**config.mk**
```make
export PLATFORM = sky130hd
export DESIGN_NAME = button_event_arbiter_flat
export DESIGN_NICKNAME = d
export VERILOG_FILES = /design/src/rtl/button_event_arbiter_pkg.sv /design/src/rtl/button_event_arbiter_if.sv /design/src/rtl/button_event_arbiter_channel.sv /design/src/rtl/button_event_arbiter.sv /design/src/flat_wrapper.sv
export SDC_FILE = /design/constraint.sdc
export NUM_CORES = 1
export LEC_CHECK = 0
export CAP_MARGIN = 10
export CELL_PAD_IN_SITES_DETAIL_PLACEMENT = 0
export CELL_PAD_IN_SITES_GLOBAL_PLACEMENT = 1
export CORE_MARGIN = 5
export CORE_UTILIZATION = 46
export DETAILED_ROUTE_END_ITERATION = 12
export GPL_ROUTABILITY_DRIVEN = 0
export HOLD_SLACK_MARGIN = 0.08
export PLACE_DENSITY_LB_ADDON = 0.15
export SYNTH_ARGS = -nofsm -noshare
export SYNTH_HDL_FRONTEND = slang
export SYNTH_SLANG_ARGS = --single-unit
```
**constraint.sdc**
```tcl
create_clock -name i_Clk -period 2.5 [get_ports i_Clk]
set_clock_uncertainty 0.15 [all_clocks]
set_input_delay 0.25 -clock i_Clk [delete_from_list [all_inputs] [get_ports i_Clk]]
set_output_delay 0.25 -clock i_Clk [all_outputs]
set_load 0.03 [all_outputs]
```
**src/rtl/button_event_arbiter_pkg.sv**
```systemverilog
// Shared types and width helpers for the button event arbiter.
// Holds the per-channel state enum and the derived-width functions.
package button_event_pkg;

    typedef enum logic [1:0] {
        IDLE   = 2'd0,
        DELAY  = 2'd1,
        REPEAT = 2'd2
    } chan_state_e;

    // Width of a button index; never narrower than one bit.
    function automatic int id_width(input int n);
        return (n > 1) ? $clog2(n) : 1;
    endfunction

    // Counter width sized by the longer of the two repeat intervals.
    function automatic int cnt_width(input int d, input int p);
        int m;
        m = (d > p) ? d : p;
        return (m > 1) ? $clog2(m) : 1;
    endfunction

endpackage

```
**src/rtl/button_event_arbiter_if.sv**
```systemverilog
// Key-event stream between the arbiter (master) and its consumer (slave).
// Ports: o_Valid, o_Id, o_Repeat from master; i_Ready from slave.
interface button_event_if
    import button_event_pkg::*;
#(
    parameter int NUM_BUTTONS = 4
);
    localparam int ID_WIDTH = id_width(NUM_BUTTONS);

    logic                o_Valid;
    logic                i_Ready;
    logic [ID_WIDTH-1:0] o_Id;
    logic                o_Repeat;

    modport master (
        output o_Valid,
        output o_Id,
        output o_Repeat,
        input  i_Ready
    );

    modport slave (
        input  o_Valid,
        input  o_Id,
        input  o_Repeat,
        output i_Ready
    );

endinterface

```
**src/rtl/button_event_arbiter_channel.sv**
```systemverilog
// One button channel: edge detect, press/delay/repeat FSM, single pending slot.
// Ports: clk, rst, button_i, grant_i -> pending_o, repeat_o, drop_o.
module button_repeat_channel
    import button_event_pkg::*;
#(
    parameter int REPEAT_DELAY_CYCLES  = 8,
    parameter int REPEAT_PERIOD_CYCLES = 4
) (
    input  logic clk,
    input  logic rst,
    input  logic button_i,
    input  logic grant_i,
    output logic pending_o,
    output logic repeat_o,
    output logic drop_o
);
    localparam int CW = cnt_width(REPEAT_DELAY_CYCLES, REPEAT_PERIOD_CYCLES);
    localparam logic [CW-1:0] DelayLast  = CW'(REPEAT_DELAY_CYCLES - 1);
    localparam logic [CW-1:0] PeriodLast = CW'(REPEAT_PERIOD_CYCLES - 1);

    chan_state_e   state_q, state_d;
    logic [CW-1:0] cnt_q, cnt_d;
    logic          prev_q;
    logic          pend_q, pend_d;
    logic          rep_q, rep_d;
    logic          press;
    logic          ev;
    logic          ev_rep;

    assign press = button_i & ~prev_q;

    always_comb begin
        state_d = state_q;
        cnt_d   = cnt_q;
        ev      = 1'b0;
        ev_rep  = 1'b0;
        unique case (state_q)
            IDLE: begin
                if (press) begin
                    ev      = 1'b1;
                    cnt_d   = '0;
                    state_d = DELAY;
                end
            end
            DELAY: begin
                if (!button_i) begin
                    cnt_d   = '0;
                    state_d = IDLE;
                end else if (cnt_q == DelayLast) begin
                    ev      = 1'b1;
                    ev_rep  = 1'b1;
                    cnt_d   = '0;
                    state_d = REPEAT;
                end else begin
                    cnt_d = cnt_q + 1'b1;
                end
            end
            REPEAT: begin
                if (!button_i) begin
                    cnt_d   = '0;
                    state_d = IDLE;
                end else if (cnt_q == PeriodLast) begin
                    ev     = 1'b1;
                    ev_rep = 1'b1;
                    cnt_d  = '0;
                end else begin
                    cnt_d = cnt_q + 1'b1;
                end
            end
            default: begin
                cnt_d   = '0;
                state_d = IDLE;
            end
        endcase
    end

    // A grant frees the slot on this edge, so a new event then wins
    // instead of being dropped.
    always_comb begin
        pend_d = pend_q & ~grant_i;
        rep_d  = rep_q;
        drop_o = 1'b0;
        if (ev) begin
            if (pend_d) begin
                drop_o = 1'b1;
            end else begin
                pend_d = 1'b1;
                rep_d  = ev_rep;
            end
        end
    end

    always_ff @(posedge clk) begin
        if (rst) begin
            state_q <= IDLE;
            cnt_q   <= '0;
            prev_q  <= 1'b0;
            pend_q  <= 1'b0;
            rep_q   <= 1'b0;
        end else begin
            state_q <= state_d;
            cnt_q   <= cnt_d;
            prev_q  <= button_i;
            pend_q  <= pend_d;
            rep_q   <= rep_d;
        end
    end

    assign pending_o = pend_q;
    assign repeat_o  = rep_q;

endmodule

```
**src/rtl/button_event_arbiter.sv**
```systemverilog
// Round-robin merge of per-button key events into one valid/ready stream.
// Ports: i_Clk, i_Reset, i_Buttons, evt (master), o_Overrun.
module button_event_arbiter
    import button_event_pkg::*;
#(
    parameter int NUM_BUTTONS          = 4,
    parameter int REPEAT_DELAY_CYCLES  = 8,
    parameter int REPEAT_PERIOD_CYCLES = 4
) (
    input  logic                   i_Clk,
    input  logic                   i_Reset,
    input  logic [NUM_BUTTONS-1:0] i_Buttons,
    button_event_if.master         evt,
    output logic                   o_Overrun
);
    localparam int ID_WIDTH = id_width(NUM_BUTTONS);

    logic [NUM_BUTTONS-1:0] pend;
    logic [NUM_BUTTONS-1:0] rep;
    logic [NUM_BUTTONS-1:0] drop;
    logic [NUM_BUTTONS-1:0] grant;

    logic [ID_WIDTH-1:0] ptr_q, ptr_d;
    logic [ID_WIDTH-1:0] id_q, id_d;
    logic [ID_WIDTH-1:0] gidx;
    logic                valid_q, valid_d;
    logic                rpt_q, rpt_d;
    logic                ovr_q, ovr_d;
    logic                found;
    logic                load;

    for (genvar j = 0; j < NUM_BUTTONS; j++) begin : g_chan
        button_repeat_channel #(
            .REPEAT_DELAY_CYCLES (REPEAT_DELAY_CYCLES),
            .REPEAT_PERIOD_CYCLES(REPEAT_PERIOD_CYCLES)
        ) u_chan (
            .clk      (i_Clk),
            .rst      (i_Reset),
            .button_i (i_Buttons[j]),
            .grant_i  (grant[j]),
            .pending_o(pend[j]),
            .repeat_o (rep[j]),
            .drop_o   (drop[j])
        );
    end

    // Output slot refills when empty or being drained this edge.
    assign load = ~valid_q | evt.i_Ready;

    // First pending channel at or after the pointer, wrapping.
    always_comb begin
        int idx;
        idx   = 0;
        found = 1'b0;
        gidx  = '0;
        for (int i = 0; i < NUM_BUTTONS; i++) begin
            idx = int'(ptr_q) + i;
            if (idx >= NUM_BUTTONS) idx = idx - NUM_BUTTONS;
            if (!found && pend[idx]) begin
                found = 1'b1;
                gidx  = ID_WIDTH'(idx);
            end
        end
    end

    always_comb begin
        valid_d = valid_q;
        id_d    = id_q;
        rpt_d   = rpt_q;
        ptr_d   = ptr_q;
        grant   = '0;
        if (load) begin
            valid_d = found;
            if (found) begin
                id_d        = gidx;
                rpt_d       = rep[gidx];
                grant[gidx] = 1'b1;
                if (int'(gidx) == NUM_BUTTONS - 1) ptr_d = '0;
                else ptr_d = gidx + 1'b1;
            end
        end
        ovr_d = |drop;
    end

    always_ff @(posedge i_Clk) begin
        if (i_Reset) begin
            valid_q <= 1'b0;
            id_q    <= '0;
            rpt_q   <= 1'b0;
            ptr_q   <= '0;
            ovr_q   <= 1'b0;
        end else begin
            valid_q <= valid_d;
            id_q    <= id_d;
            rpt_q   <= rpt_d;
            ptr_q   <= ptr_d;
            ovr_q   <= ovr_d;
        end
    end

    assign evt.o_Valid  = valid_q;
    assign evt.o_Id     = id_q;
    assign evt.o_Repeat = rpt_q;
    assign o_Overrun    = ovr_q;

endmodule
```
**src/flat_wrapper.sv**
```systemverilog
// flat-port wrapper written by rule: the top's interface ports become plain ports
module button_event_arbiter_flat import button_event_pkg::*;
#(
    parameter int NUM_BUTTONS          = 4,
    parameter int REPEAT_DELAY_CYCLES  = 8,
    parameter int REPEAT_PERIOD_CYCLES = 4
)
  (i_Clk, i_Reset, i_Buttons, o_Overrun, evt_o_Valid, evt_o_Id, evt_o_Repeat, evt_i_Ready);
  button_event_if #(.NUM_BUTTONS(NUM_BUTTONS)) evt_i ();
  input  logic i_Clk;
  input  logic i_Reset;
  input  logic [NUM_BUTTONS-1:0] i_Buttons;
  output logic o_Overrun;
  output wire logic [$bits(evt_i.o_Valid)-1:0] evt_o_Valid;
  output wire logic [$bits(evt_i.o_Id)-1:0] evt_o_Id;
  output wire logic [$bits(evt_i.o_Repeat)-1:0] evt_o_Repeat;
  input wire logic [$bits(evt_i.i_Ready)-1:0] evt_i_Ready;
  assign evt_o_Valid = evt_i.o_Valid;
  assign evt_o_Id = evt_i.o_Id;
  assign evt_o_Repeat = evt_i.o_Repeat;
  assign evt_i.i_Ready = evt_i_Ready;
  button_event_arbiter #(.NUM_BUTTONS(NUM_BUTTONS), .REPEAT_DELAY_CYCLES(REPEAT_DELAY_CYCLES), .REPEAT_PERIOD_CYCLES(REPEAT_PERIOD_CYCLES)) u_core (.i_Clk(i_Clk), .i_Reset(i_Reset), .i_Buttons(i_Buttons), .evt(evt_i), .o_Overrun(o_Overrun));
endmodule
```
==> run summary <==
yosys + openroad results -> status=completed, Final Util=53.60%, Pleak=1.147 nW, Worst-Margin Slew=0.5530 ns, crit path kind=reg -> reg, global-route wire length before repair=7783 um, WHS=slightly above 0.3 ns, Seq share, synth=between 30% and 40%, CP Buf/Inv Count=1, switching pwr=roughly 0.47 mW, worst path cell trace=and2b_4 -> nor3_2 -> nor2_2 -> nor2_4 -> inv_2 -> ha_1 -> a21boi_0 -> or4b_1 -> a21oi_1, Setup WS post-layout=approximately 0.26 ns, CP required=2.56 ns, met3 routed WL=99 um, Post-Synthesis Cells=285, overall routing resource usage=13.21%, Slew HR=63.02%, Fmax=0.4470 GHz, share of cells above drive strength 1=7.591%, final instance area=between 2000 and 3000 um^2, met1 wire length=2246 um, max layer used=met4, combinational power share=between 20% and 30%, sw frac=30.29%, Worst Hold Depth=2, DP Worst Slack=0.2733 ns, Clock Sinks=39, cell internal pwr=1.088 mW, placed cells=365, Hold Path End=u_core.evt.o_Id[0], postcts setup bufs=0, sequential power=0.706 mW, vias per cell=roughly 5, average wire per standard cell=11.59 um, final hold vios=0, Die Ht=83.24 um, die width=83.24 um, CTS max path bufs=2, Initial Util=a little under half, DRT iter0 DRCs=57, Synth top cell by count=dfxtp_1, Log Warnings=50, antenna violations before repair=0, Critical Path End Type=flip-flop, met2 wire len=1914 um
-- cells by family (layout without fill, tap and decap cells) --
family / after synthesis / in the layout / synth area share, %
fa+ha+maj: 37 / 37 / 18.76
flops: 39 / 39 / 31.64
compound gates: 74 / 74 / 21.60
mux: 9 / 9 / 3.651
simple gates: 86 / 86 / 18.26
buf+inv: 40 / 58 / 6.085
-- routing by layer --
layer  up-vias  track usage (%)
met5         -                0
met3         7            2.673
li1       1009                -
met1       845            17.59
met2        17            21.21
met4         0            4.458
-- cell usage in the layout, fill, tap and decap left out, types with 3 or more instances in the layout --
master / n
a21oi_1: 26
o21ai_0: 10
a21boi_0: 3
a21o_1: 4
buf_4: 3
mux2i_1: 9
nor3_1: 7
or4b_1: 4
nand2_1: 15
a22oi_1: 10
inv_1: 34
ha_1: 37
nor2_1: 29
dfxtp_1: 39
nand2b_1: 5
clkbuf_8: 7
clkdlybuf4s50_1: 11
nand3_1: 5
nor2b_1: 10
a22o_1: 4
-- area by class of cell --
cell class / instances / area, um^2 / share of cell area, %
Multi-Input combinational cell: 206 / 1536 / 55.42
Clock buffer: 8 / 100.1 / 3.610
Tap cell: 70 / 87.58 / 3.159
Sequential cell: 39 / 780.7 / 28.16
Inverter: 36 / 135.1 / 4.874
Timing Repair Buffer: 14 / 132.6 / 4.783
-- registers in the layout, indices dropped and copies added, names as in the netlist --
signal and flops:
u_core.g_chan.u_chan.pending_o 4, u_core.g_chan.u_chan.prev_q 4, u_core.o_Overrun 1, u_core.evt.o_Id 2, u_core.g_chan.u_chan.cnt_q 12, u_core.evt.o_Valid 1, u_core.g_chan.u_chan.state_q 8, u_core.evt.o_Repeat 1
u_core.ptr_q 2, u_core.g_chan.u_chan.repeat_o 4
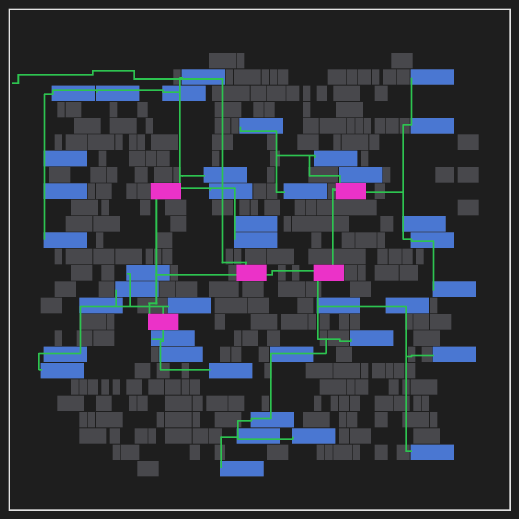
(images/clk_routes.png)
Drawn at 6 px/um.
Key: magenta = clock drivers [count 5]; blue = flip-flops [count 39]; green = clock wires [length 501 um]
Position of the flops: all over the die.
clk_lat worst skew: 0.29 ns
clock network fraction of total power: 29.2%
Clk. pwr: 0.455 mW

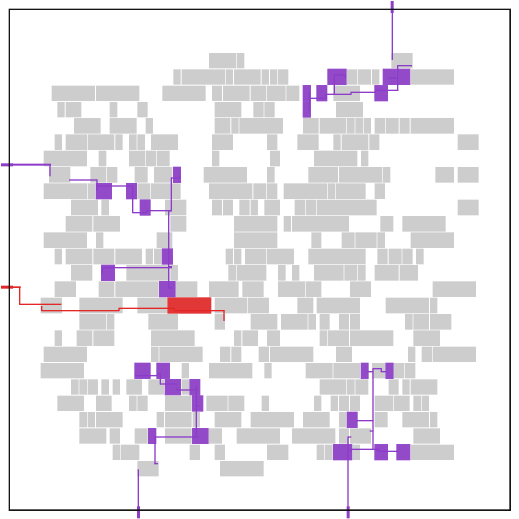
(images/io_fan.png)
Drawn at 6 px/um.
Key: purple = i_Buttons [bits 4, direction input, edge 2 bottom, 1 left, 1 top, end cells 27, buffers 4, wire 188 um]; red = evt_o_Repeat [bits 1, direction output, edge left, end cells 1, buffers 1, wire 44.4 um]
Ports: 12
I/O Buffers: 11

No activity file was given, so power comes from the tool's default toggle rates.
